<file path="config.mk">
export PLATFORM = sky130hd
export DESIGN_NAME = mem_port_arbiter
export DESIGN_NICKNAME = d
export VERILOG_FILES = /design/src/rtl/mem_port_arbiter_pkg.sv /design/src/rtl/mem_port_arbiter_lane_align.sv /design/src/rtl/mem_port_arbiter.sv
export SDC_FILE = /design/constraint.sdc
export NUM_CORES = 1
export LEC_CHECK = 0
export ABC_CLOCK_PERIOD_IN_PS = 3050
export CORE_MARGIN = 2
export CORE_UTILIZATION = 63
export CTS_BUF_LIST = sky130_fd_sc_hd__clkbuf_8 sky130_fd_sc_hd__clkbuf_16
export DETAILED_ROUTE_END_ITERATION = 8
export DONT_BUFFER_PORTS = 1
export PLACE_DENSITY = 0.91
export SYNTH_ARGS = -nofsm -noshare
export SYNTH_HDL_FRONTEND = slang
export SYNTH_SLANG_ARGS = --single-unit
</file>
<file path="constraint.sdc">
create_clock -name clk -period 3.05 [get_ports clk]
set_input_delay 0.305 -clock clk [delete_from_list [all_inputs] [get_ports clk]]
set_output_delay 0.305 -clock clk [all_outputs]
set_load 0.05 [all_outputs]
</file>
<file path="src/rtl/mem_port_arbiter_pkg.sv">
// Shared types and constants for the unified memory port arbiter.
package mem_pkg;

  typedef enum logic [1:0] {
    IDLE   = 2'd0,
    ACCESS = 2'd1,
    RESP   = 2'd2
  } state_e;

  typedef enum logic {
    GRANT_IF = 1'b0,
    GRANT_DM = 1'b1
  } grant_e;

  localparam logic [3:0] BE_WORD = 4'b1111;
  localparam logic [3:0] BE_LO   = 4'b0011;
  localparam logic [3:0] BE_HI   = 4'b1100;

endpackage

</file>
<file path="src/rtl/mem_port_arbiter_lane_align.sv">
// Byte-lane placement for writes, lane extraction/extension for reads,
// and the alignment check applied at grant time.
import mem_pkg::*;

module mem_lane_align (
  input  logic [1:0]  wr_addr_lo,
  input  logic        wr_half,
  input  logic [31:0] wr_data,
  output logic [3:0]  wr_be,
  output logic [31:0] wr_data_lane,
  output logic        misaligned,
  input  logic        rd_hi,
  input  logic        rd_half,
  input  logic        rd_unsigned,
  input  logic [31:0] rd_data,
  output logic [31:0] rd_data_ext
);

  logic [15:0] half_sel;

  always_comb begin
    misaligned   = wr_half ? wr_addr_lo[0] : (wr_addr_lo != 2'b00);
    wr_be        = wr_half ? (wr_addr_lo[1] ? BE_HI : BE_LO) : BE_WORD;
    wr_data_lane = wr_half ? {2{wr_data[15:0]}} : wr_data;

    // Little-endian: address bit 1 picks the upper halfword.
    half_sel = rd_hi ? rd_data[31:16] : rd_data[15:0];
    if (!rd_half) begin
      rd_data_ext = rd_data;
    end else if (rd_unsigned) begin
      rd_data_ext = {16'h0000, half_sel};
    end else begin
      rd_data_ext = {{16{half_sel[15]}}, half_sel};
    end
  end

endmodule

</file>
<file path="src/rtl/mem_port_arbiter.sv">
// Round-robin arbiter sharing one memory port between instruction fetch
// and load/store traffic, with alignment checking and an access timeout.
import mem_pkg::*;

module mem_port_arbiter #(
  parameter int ADDR_W  = 32,
  parameter int DATA_W  = 32,
  parameter int TIMEOUT = 16
) (
  input  logic              clk,
  input  logic              reset,
  input  logic              if_req,
  input  logic [ADDR_W-1:0] if_addr,
  output logic              if_ack,
  output logic [DATA_W-1:0] if_rdata,
  output logic              if_err,
  input  logic              dm_req,
  input  logic              dm_we,
  input  logic              dm_half,
  input  logic              dm_unsigned,
  input  logic [ADDR_W-1:0] dm_addr,
  input  logic [DATA_W-1:0] dm_wdata,
  output logic              dm_ack,
  output logic [DATA_W-1:0] dm_rdata,
  output logic              dm_err,
  output logic              mem_en,
  output logic              mem_we,
  output logic [ADDR_W-1:0] mem_addr,
  output logic [DATA_W-1:0] mem_wdata,
  output logic [3:0]        mem_be,
  input  logic [DATA_W-1:0] mem_rdata,
  input  logic              mem_ready
);

  localparam int CNT_W = $clog2(TIMEOUT + 1);

  state_e            state_q, state_d;
  grant_e            grant_q, grant_d;
  grant_e            last_grant_q, last_grant_d;
  logic [CNT_W-1:0]  cnt_q, cnt_d;
  logic              half_q, half_d;
  logic              uns_q, uns_d;
  logic              hi_q, hi_d;
  logic              mem_en_q, mem_en_d;
  logic              mem_we_q, mem_we_d;
  logic [ADDR_W-1:0] mem_addr_q, mem_addr_d;
  logic [DATA_W-1:0] mem_wdata_q, mem_wdata_d;
  logic [3:0]        mem_be_q, mem_be_d;
  logic              if_ack_q, if_ack_d;
  logic [DATA_W-1:0] if_rdata_q, if_rdata_d;
  logic              if_err_q, if_err_d;
  logic              dm_ack_q, dm_ack_d;
  logic [DATA_W-1:0] dm_rdata_q, dm_rdata_d;
  logic              dm_err_q, dm_err_d;

  grant_e            g_owner;
  logic [ADDR_W-1:0] g_addr;
  logic              g_half;
  logic              g_we;
  logic [DATA_W-1:0] g_wdata;
  logic [3:0]        g_be;
  logic [DATA_W-1:0] g_wdata_lane;
  logic              g_misaligned;
  logic [DATA_W-1:0] rd_ext;

  logic              res_valid;
  grant_e            res_owner;
  logic [DATA_W-1:0] res_data;
  logic              res_err;

  // On contention the requester that did not win last time is served.
  assign g_owner = (dm_req && (!if_req || last_grant_q == GRANT_IF)) ? GRANT_DM : GRANT_IF;
  assign g_addr  = (g_owner == GRANT_DM) ? dm_addr : if_addr;
  assign g_half  = (g_owner == GRANT_DM) && dm_half;
  assign g_we    = (g_owner == GRANT_DM) && dm_we;
  assign g_wdata = (g_owner == GRANT_DM) ? dm_wdata : '0;

  mem_lane_align u_align (
    .wr_addr_lo   (g_addr[1:0]),
    .wr_half      (g_half),
    .wr_data      (g_wdata),
    .wr_be        (g_be),
    .wr_data_lane (g_wdata_lane),
    .misaligned   (g_misaligned),
    .rd_hi        (hi_q),
    .rd_half      (half_q),
    .rd_unsigned  (uns_q),
    .rd_data      (mem_rdata),
    .rd_data_ext  (rd_ext)
  );

  always_comb begin
    state_d      = state_q;
    grant_d      = grant_q;
    last_grant_d = last_grant_q;
    cnt_d        = cnt_q;
    half_d       = half_q;
    uns_d        = uns_q;
    hi_d         = hi_q;
    mem_en_d     = mem_en_q;
    mem_we_d     = mem_we_q;
    mem_addr_d   = mem_addr_q;
    mem_wdata_d  = mem_wdata_q;
    mem_be_d     = mem_be_q;
    if_ack_d     = 1'b0;
    if_rdata_d   = if_rdata_q;
    if_err_d     = if_err_q;
    dm_ack_d     = 1'b0;
    dm_rdata_d   = dm_rdata_q;
    dm_err_d     = dm_err_q;
    res_valid    = 1'b0;
    res_owner    = grant_q;
    res_data     = '0;
    res_err      = 1'b0;

    case (state_q)
      IDLE: begin
        if (if_req || dm_req) begin
          grant_d      = g_owner;
          last_grant_d = g_owner;
          cnt_d        = '0;
          half_d       = g_half;
          uns_d        = dm_unsigned;
          hi_d         = g_addr[1];
          if (g_misaligned) begin
            state_d   = RESP;
            res_valid = 1'b1;
            res_owner = g_owner;
            res_err   = 1'b1;
          end else begin
            state_d     = ACCESS;
            mem_en_d    = 1'b1;
            mem_we_d    = g_we;
            mem_addr_d  = {g_addr[ADDR_W-1:2], 2'b00};
            mem_be_d    = g_be;
            mem_wdata_d = g_wdata_lane;
          end
        end
      end
      ACCESS: begin
        // mem_ready wins over a timeout landing in the same cycle.
        if (mem_ready) begin
          state_d   = RESP;
          mem_en_d  = 1'b0;
          res_valid = 1'b1;
          res_data  = mem_we_q ? '0 : rd_ext;
        end else if (cnt_q == CNT_W'(TIMEOUT - 1)) begin
          state_d   = RESP;
          mem_en_d  = 1'b0;
          res_valid = 1'b1;
          res_err   = 1'b1;
        end else begin
          cnt_d = cnt_q + CNT_W'(1);
        end
      end
      RESP:    state_d = IDLE;
      default: state_d = IDLE;
    endcase

    if (res_valid) begin
      if (res_owner == GRANT_DM) begin
        dm_ack_d   = 1'b1;
        dm_rdata_d = res_data;
        dm_err_d   = res_err;
      end else begin
        if_ack_d   = 1'b1;
        if_rdata_d = res_data;
        if_err_d   = res_err;
      end
    end
  end

  always_ff @(posedge clk or negedge reset) begin
    if (!reset) begin
      state_q      <= IDLE;
      grant_q      <= GRANT_IF;
      last_grant_q <= GRANT_IF;
      cnt_q        <= '0;
      half_q       <= 1'b0;
      uns_q        <= 1'b0;
      hi_q         <= 1'b0;
      mem_en_q     <= 1'b0;
      mem_we_q     <= 1'b0;
      mem_addr_q   <= '0;
      mem_wdata_q  <= '0;
      mem_be_q     <= '0;
      if_ack_q     <= 1'b0;
      if_rdata_q   <= '0;
      if_err_q     <= 1'b0;
      dm_ack_q     <= 1'b0;
      dm_rdata_q   <= '0;
      dm_err_q     <= 1'b0;
    end else begin
      state_q      <= state_d;
      grant_q      <= grant_d;
      last_grant_q <= last_grant_d;
      cnt_q        <= cnt_d;
      half_q       <= half_d;
      uns_q        <= uns_d;
      hi_q         <= hi_d;
      mem_en_q     <= mem_en_d;
      mem_we_q     <= mem_we_d;
      mem_addr_q   <= mem_addr_d;
      mem_wdata_q  <= mem_wdata_d;
      mem_be_q     <= mem_be_d;
      if_ack_q     <= if_ack_d;
      if_rdata_q   <= if_rdata_d;
      if_err_q     <= if_err_d;
      dm_ack_q     <= dm_ack_d;
      dm_rdata_q   <= dm_rdata_d;
      dm_err_q     <= dm_err_d;
    end
  end

  assign if_ack    = if_ack_q;
  assign if_rdata  = if_rdata_q;
  assign if_err    = if_err_q;
  assign dm_ack    = dm_ack_q;
  assign dm_rdata  = dm_rdata_q;
  assign dm_err    = dm_err_q;
  assign mem_en    = mem_en_q;
  assign mem_we    = mem_we_q;
  assign mem_addr  = mem_addr_q;
  assign mem_wdata = mem_wdata_q;
  assign mem_be    = mem_be_q;

endmodule

</file>
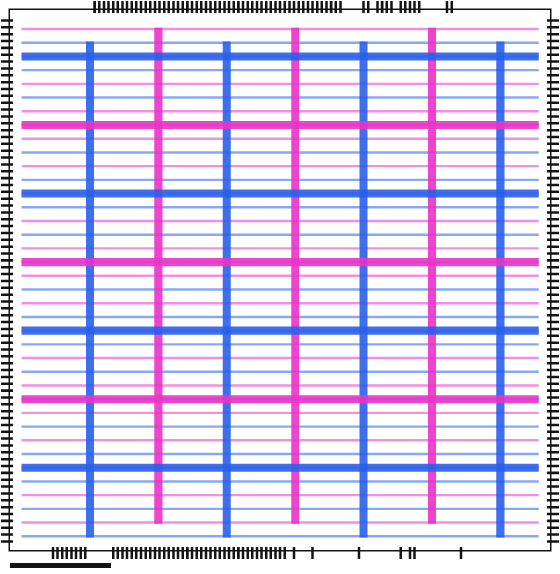
run_1/floorplan.png
Bar = 20 µm. Pins as bars on the die edge.
| color | net |
|---|---|
| magenta | VDD |
| blue | VSS |
met5 straps: 7
rows: 37
signal pins: 274
met1 rails: 38
met4 straps: 7
placeable core region: 10320 µm²
maximum resistive drop on vdd: 0.0007870 V
Die Width: 107.1 µm
Vert. Die Dim: 107.1 µm

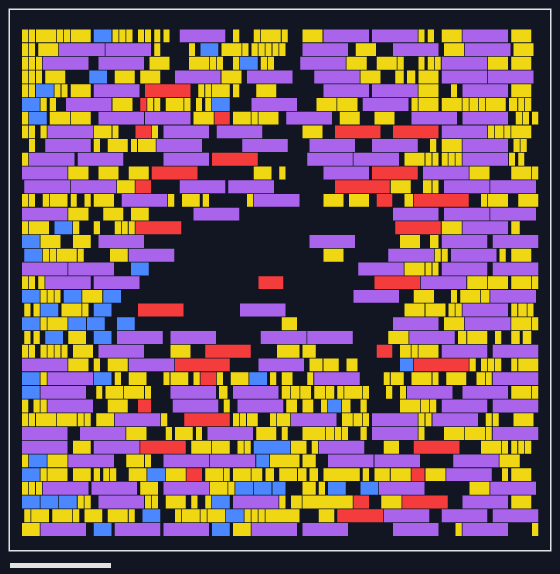
run_1/class_map.png
Bar = 20 µm.
| color | class | cells |
|---|---|---|
| blue | remaining buffers and delay cells | 47 |
| purple | registers | 145 |
| red | clock drivers and dummy loads | 32 |
| yellow | remaining logic cells | 433 |

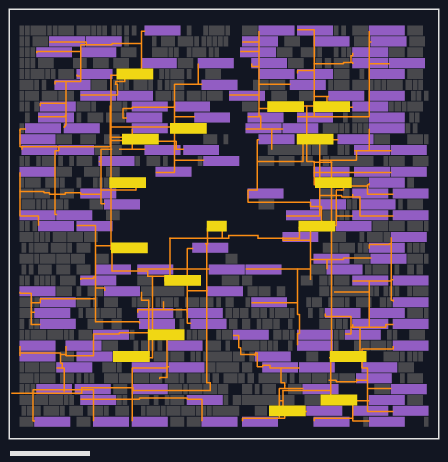
run_1/clock_wires.png
Bar = 20 µm.
[purple] flip-flops | count: 145
[yellow] clock-net drivers | count: 17
[orange] clock wires | length: 1750 µm
routed clock nets: 18

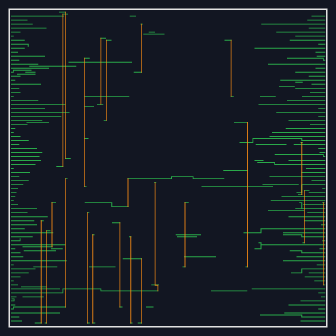
run_1/layers.png
Only two layers are drawn.
| color | layer | wire length |
|---|---|---|
| orange | M4 | 682 µm |
| green | M3 | 1710 µm |

## run 1: report_power, final
part,leakage [nW],internal [mW],switching (mW)
sequential,1.91,2.47,2.56
clock,0.301,1.34,0.840
combinational,1.59,0.756,0.777
## run 1: worst max-delay path by stage
stage | endpoint | slack [ps] | from | cells after the start
4_1_cts | dm_rdata[13] | 280 | cnt_q[1] | 6
3_3_place_gp | dm_rdata[6] | 440 | cnt_q[0] | 6
6_report | dm_rdata[13] | 270 | cnt_q[1] | 6
2_1_floorplan | if_rdata[0] | 870 | cnt_q[0] | 7
3_5_place_dp | dm_rdata[13] | 280 | cnt_q[1] | 6
5_1_grt | dm_rdata[13] | 140 | cnt_q[1] | 6
## run 1: logic make-up (layout without fill, tap and decap cells)
| group | Yosys count | count (layout) |
|---|---|---|
| AOI/OAI and AO/OA | 37 | 37 |
| buffers and inverters | 58 | 100 |
| and+or+nand+nor | 224 | 224 |
| adders and majority gates | 2 | 2 |
| other | 1 | 2 |
| xor gates and xnor gates | 1 | 1 |
| muxes | 146 | 146 |
| DFF | 145 | 145 |
## run 1: sequential cells by signal, summed over array words and instances, names as in the netlist
name	flops
cnt_q	5
dm_ack	1
dm_err	1
dm_rdata	32
half_q	1
hi_q	1
if_ack	1
if_err	1
if_rdata	32
last_grant_q	1
mem_addr	30
mem_be	2
mem_en	1
mem_wdata	32
mem_we	1
state_q	2
uns_q	1
## run 1: layout make-up
type | count | area, µm²
flip-flops and latches | 145 | 3628
multi-input cells | 412 | 2818
fillers | 643 | 2535
repair buffers | 47 | 470.5
clock buffers | 17 | 414.1
clock inverters | 15 | 209.0
well taps | 136 | 170.2
inverters | 21 | 78.83
## run 1: cells in the mapped netlist, drive strengths merged
master and count:
nand2 152, dfrtp 145, mux2 112, nor2 54, mux2i 34, buf 23
inv 21, a21oi 17, clkbuf 14, nand3 5, o21ai 5, nor2b 3
a21o 2, a22o 2, ha 2, nand2b 2, o22a 2, o22ai 2
or3 2, a21bo 1, a21boi 1, a31oi 1, and2 1, and3 1
conb 1, nand4 1, nor3b 1, nor4b 1, nor4bb 1, o211ai 1
o21a 1, o31ai 1, o32ai 1, xor2 1
## run 1: per-stage QoR
step                power [mW]  area, µm²  std cells
CTS                      8.746       7789        793
detailed placement       6.480       6745        719
global route             9.054       7789        793
floorplan                6.066       6705        615
finish                   8.751       7789        793
global placement         6.362       6745        719
## run 1: metal layers
layer / vias to the layer above / global-route usage [%] / wire, µm
li1: 2089 / - / -
met1: 2357 / 33.65 / 6134
met2: 272 / 54.70 / 9202
met3: 52 / 10.76 / 1713
met4: 0 / 15.68 / 682
met5: - / 0 / 0
==> flow_results.xml, run 1 <==
<?xml version="1.0" encoding="UTF-8"?>
<metrics>
  <group name="synthesis">
    <metric name="synth-seq-area-share" unit="%">54.14</metric>
    <metric name="post-synth-top-area-cell" unit="">sky130_fd_sc_hd__dfrtp_1</metric>
    <metric name="yosys_cells" unit="">614</metric>
    <metric name="postSynthCellCount" unit="">614</metric>
    <metric name="area_leaders" unit="">sky130_fd_sc_hd__dfrtp_1, sky130_fd_sc_hd__mux2_2, sky130_fd_sc_hd__nand2_1, sky130_fd_sc_hd__mux2i_1, sky130_fd_sc_hd__nor2_1</metric>
  </group>
  <group name="clocking">
    <metric name="clock_tree_from_tritoncts" unit="">built</metric>
    <metric name="post_cts_setup_buffer_count" unit="">0</metric>
    <metric name="cts_resized" unit="">0</metric>
  </group>
  <group name="setup_path">
    <metric name="critical_path.slowest_cell" unit="">sky130_fd_sc_hd__o22ai_4</metric>
    <metric name="r2r-start" unit="">cnt_q[1]</metric>
    <metric name="setup.worst_path.start_class" unit="">register</metric>
    <metric name="setup.worst_path.class" unit="">register to register</metric>
  </group>
  <group name="outcome">
    <metric name="status" unit="">complete, but fails checks</metric>
    <metric name="failed_checks" unit="">hold timing</metric>
  </group>
  <group name="sta">
    <metric name="timing_hold_violations_final" unit="">145</metric>
    <metric name="hold-worst-slack" unit="ps">-523.8</metric>
    <metric name="worstMarginPinSlew" unit="ps">1176</metric>
    <metric name="rsz0062_at_grt" unit="">no</metric>
    <metric name="final.min_clock_period" unit="ps">2785</metric>
  </group>
  <group name="min_path">
    <metric name="holdCritPathClass" unit="">input pin to async pin</metric>
  </group>
  <group name="global_route">
    <metric name="antenna_found_initial" unit="">0</metric>
  </group>
  <group name="run">
    <metric name="max_cap_violations" unit="">0</metric>
  </group>
  <group name="floorplan">
    <metric name="fp-utilization" unit="%">64.91</metric>
    <metric name="rows" unit="">37</metric>
    <metric name="ios" unit="">274</metric>
  </group>
  <group name="layout">
    <metric name="layout-drive-gt1-share" unit="%">21.92</metric>
  </group>
  <group name="placed_design">
    <metric name="place.port_buffers" unit="">0</metric>
    <metric name="placement.setup.worst_slack" unit="ps">284.6</metric>
  </group>
  <group name="routing">
    <metric name="vias_per_cell" unit="">6.015</metric>
    <metric name="final_antenna_net_count" unit="">0</metric>
  </group>
  <group name="pwr">
    <metric name="p_leak" unit="nW">3.798</metric>
  </group>
</metrics>
## Run 2: what changed since run 1
--- a/config.mk
+++ b/config.mk
@@ -5,7 +5,6 @@
 export SDC_FILE = /design/constraint.sdc
 export NUM_CORES = 1
 export LEC_CHECK = 0
-export ABC_CLOCK_PERIOD_IN_PS = 3050
 export CORE_MARGIN = 2
 export CORE_UTILIZATION = 63
 export CTS_BUF_LIST = sky130_fd_sc_hd__clkbuf_8 sky130_fd_sc_hd__clkbuf_16
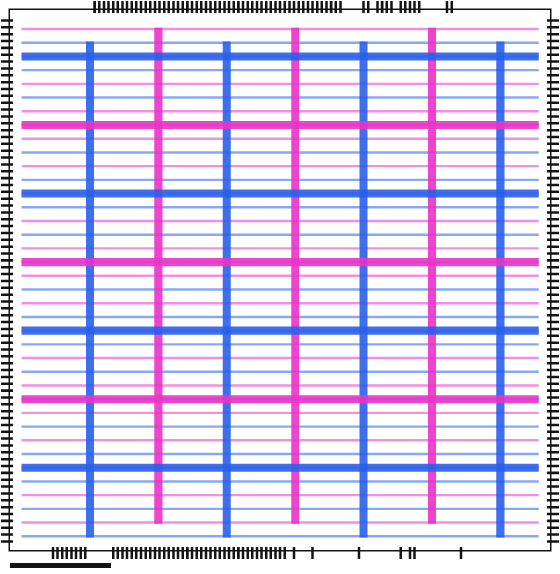
run_2/floorplan.png
Bar = 20 µm. Pins as bars on the die edge.
| color | net |
|---|---|
| blue | VSS |
| magenta | VDD |
signal pins: 274
met4 straps: 7
met5 straps: 7
met1 rails: 38

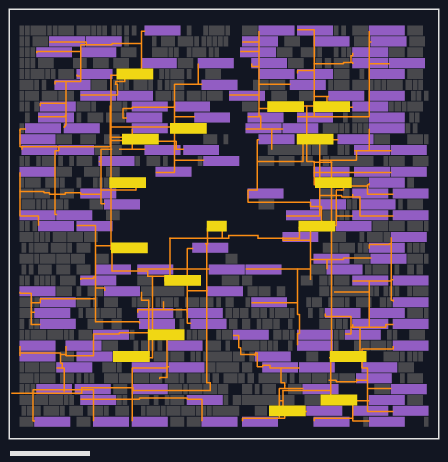
run_2/clock_wires.png
Bar = 20 µm.
[orange] clock wires | length: 1750 µm
[purple] flip-flops | count: 145
[yellow] clock-net drivers | count: 17
flops lie: widely spread
routed clock nets: 18

==> flow_results.xml, run 2 <==
<?xml version="1.0" encoding="UTF-8"?>
<metrics>
  <group name="outcome">
    <metric name="status" unit="">complete, but fails checks</metric>
    <metric name="failed_checks" unit="">hold timing</metric>
  </group>
  <group name="clocking">
    <metric name="cts_resized" unit="">0</metric>
    <metric name="clock_tree_from_tritoncts" unit="">built</metric>
    <metric name="post_cts_setup_buffer_count" unit="">0</metric>
  </group>
  <group name="setup_path">
    <metric name="setup.worst_path.start_class" unit="">register</metric>
    <metric name="setup.worst_path.class" unit="">register to register</metric>
  </group>
  <group name="synthesis">
    <metric name="post-synth-top-area-cell" unit="">sky130_fd_sc_hd__dfrtp_1</metric>
    <metric name="area_leaders" unit="">sky130_fd_sc_hd__dfrtp_1, sky130_fd_sc_hd__mux2_2, sky130_fd_sc_hd__nand2_1, sky130_fd_sc_hd__mux2i_1, sky130_fd_sc_hd__nor2_1</metric>
    <metric name="postSynthCellCount" unit="">614</metric>
    <metric name="synth-seq-area-share" unit="%">54.14</metric>
    <metric name="synthArstFlopShare" unit="%">100.0</metric>
    <metric name="enable_flop_cells" unit="">0</metric>
  </group>
  <group name="floorplan">
    <metric name="design.core.area" unit="µm²">10320</metric>
    <metric name="fp.dieW" unit="µm">107.1</metric>
    <metric name="rows" unit="">37</metric>
    <metric name="die.size.y" unit="µm">107.1</metric>
  </group>
  <group name="pwr">
    <metric name="share_clk_of_total_power" unit="%">24.9</metric>
    <metric name="combPwrFrac" unit="%">17.5</metric>
    <metric name="sw_frac_of_total" unit="%">47.79</metric>
    <metric name="p_leak" unit="nW">3.798</metric>
    <metric name="seq_power_share" unit="%">57.6</metric>
    <metric name="netSwitchingPower" unit="mW">4.182</metric>
    <metric name="vdd_ir_drop_max" unit="V">0.0007870</metric>
  </group>
  <group name="layout">
    <metric name="layout-drive-gt1-share" unit="%">21.92</metric>
  </group>
  <group name="global_route">
    <metric name="met1_use_gr" unit="%">33.65</metric>
    <metric name="gr-usage-met3" unit="%">10.76</metric>
    <metric name="antenna_found_initial" unit="">0</metric>
  </group>
  <group name="routing">
    <metric name="vias_per_cell" unit="">6.015</metric>
    <metric name="final_antenna_net_count" unit="">0</metric>
  </group>
  <group name="sta">
    <metric name="rsz0062_at_grt" unit="">no</metric>
    <metric name="hold-worst-slack" unit="ps">-523.8</metric>
    <metric name="final.min_clock_period" unit="ps">2785</metric>
    <metric name="timing_hold_violations_final" unit="">145</metric>
  </group>
  <group name="placed_design">
    <metric name="place.port_buffers" unit="">0</metric>
  </group>
  <group name="min_path">
    <metric name="holdCritPathClass" unit="">input pin to async pin</metric>
  </group>
</metrics>
[run 2: cell counts after synthesis]
Identical to the previous run, type by type.
[run 2: critical path: cells and delay by family, from the launching register on]
| family | cells | cell delay, ps |
|---|---|---|
| AOI/OAI and AO/OA | 2 | 1250 |
| muxes | 1 | 440 |
| DFF | 1 | 400 |
| adders and majority gates | 2 | 380 |
| and+or+nand+nor | 1 | 170 |
[run 2: how the worst max path moves through the flow]
stage	end	slack [ps]
after floorplan	if_rdata[0]	870
after global placement	dm_rdata[6]	440
final	dm_rdata[13]	270
after CTS	dm_rdata[13]	280
after global routing	dm_rdata[13]	140
after detailed placement	dm_rdata[13]	280
[run 2: layout make-up]
class / instances / area, µm² / share of cell area [%]
inverters: 21 / 78.83 / 1.012
clock inverters: 15 / 209.0 / 2.683
flip-flops and latches: 145 / 3628 / 46.59
well taps: 136 / 170.2 / 2.185
repair buffers: 47 / 470.5 / 6.040
clock buffers: 17 / 414.1 / 5.317
multi-input cells: 412 / 2818 / 36.18
[run 2: through the flow]
step | power (mW) | std cells | area [µm²] | hold slack [ps] | setup WS (ps)
floorplan | 6.066 | 615 | 6705 | 9.409 | 869.7
global placement | 6.362 | 719 | 6745 | 11.80 | 438.6
detailed placement | 6.480 | 719 | 6745 | 11.33 | 284.6
CTS | 8.746 | 793 | 7789 | -552.4 | 278.9
global route | 9.054 | 793 | 7789 | -558.3 | 140.5
finish | 8.751 | 793 | 7789 | -523.8 | 265.3
[run 2: metal layers]
layer  vias up  routed length, µm
met1      2357               6134
met5         -                  0
met4         0                682
met3        52               1713
met2       272               9202
li1       2089                  -
[run 2: cell families after synthesis]
group	synth area share [%]
AND-OR/OR-AND	3.772
flip-flops	54.14
XOR/XNOR	0.1307
other	0.05596
buffers and inverters	4.313
AND/OR/NAND/NOR	13.31
adder cells (fa/ha/maj)	0.3734
multiplexers	23.90
[run 2: power by group through the flow]
stage / sequential, mW / clock [mW] / combinational, mW
final: 5.04 / 2.18 / 1.53
after global routing: 5.09 / 2.29 / 1.67
after CTS: 5.03 / 2.21 / 1.50
after detailed placement: 5.06 / 0 / 1.42
after global placement: 5.03 / 0 / 1.33
after floorplan: 4.77 / 0 / 1.30
No activity file was given, so power comes from the tool's default toggle rates.
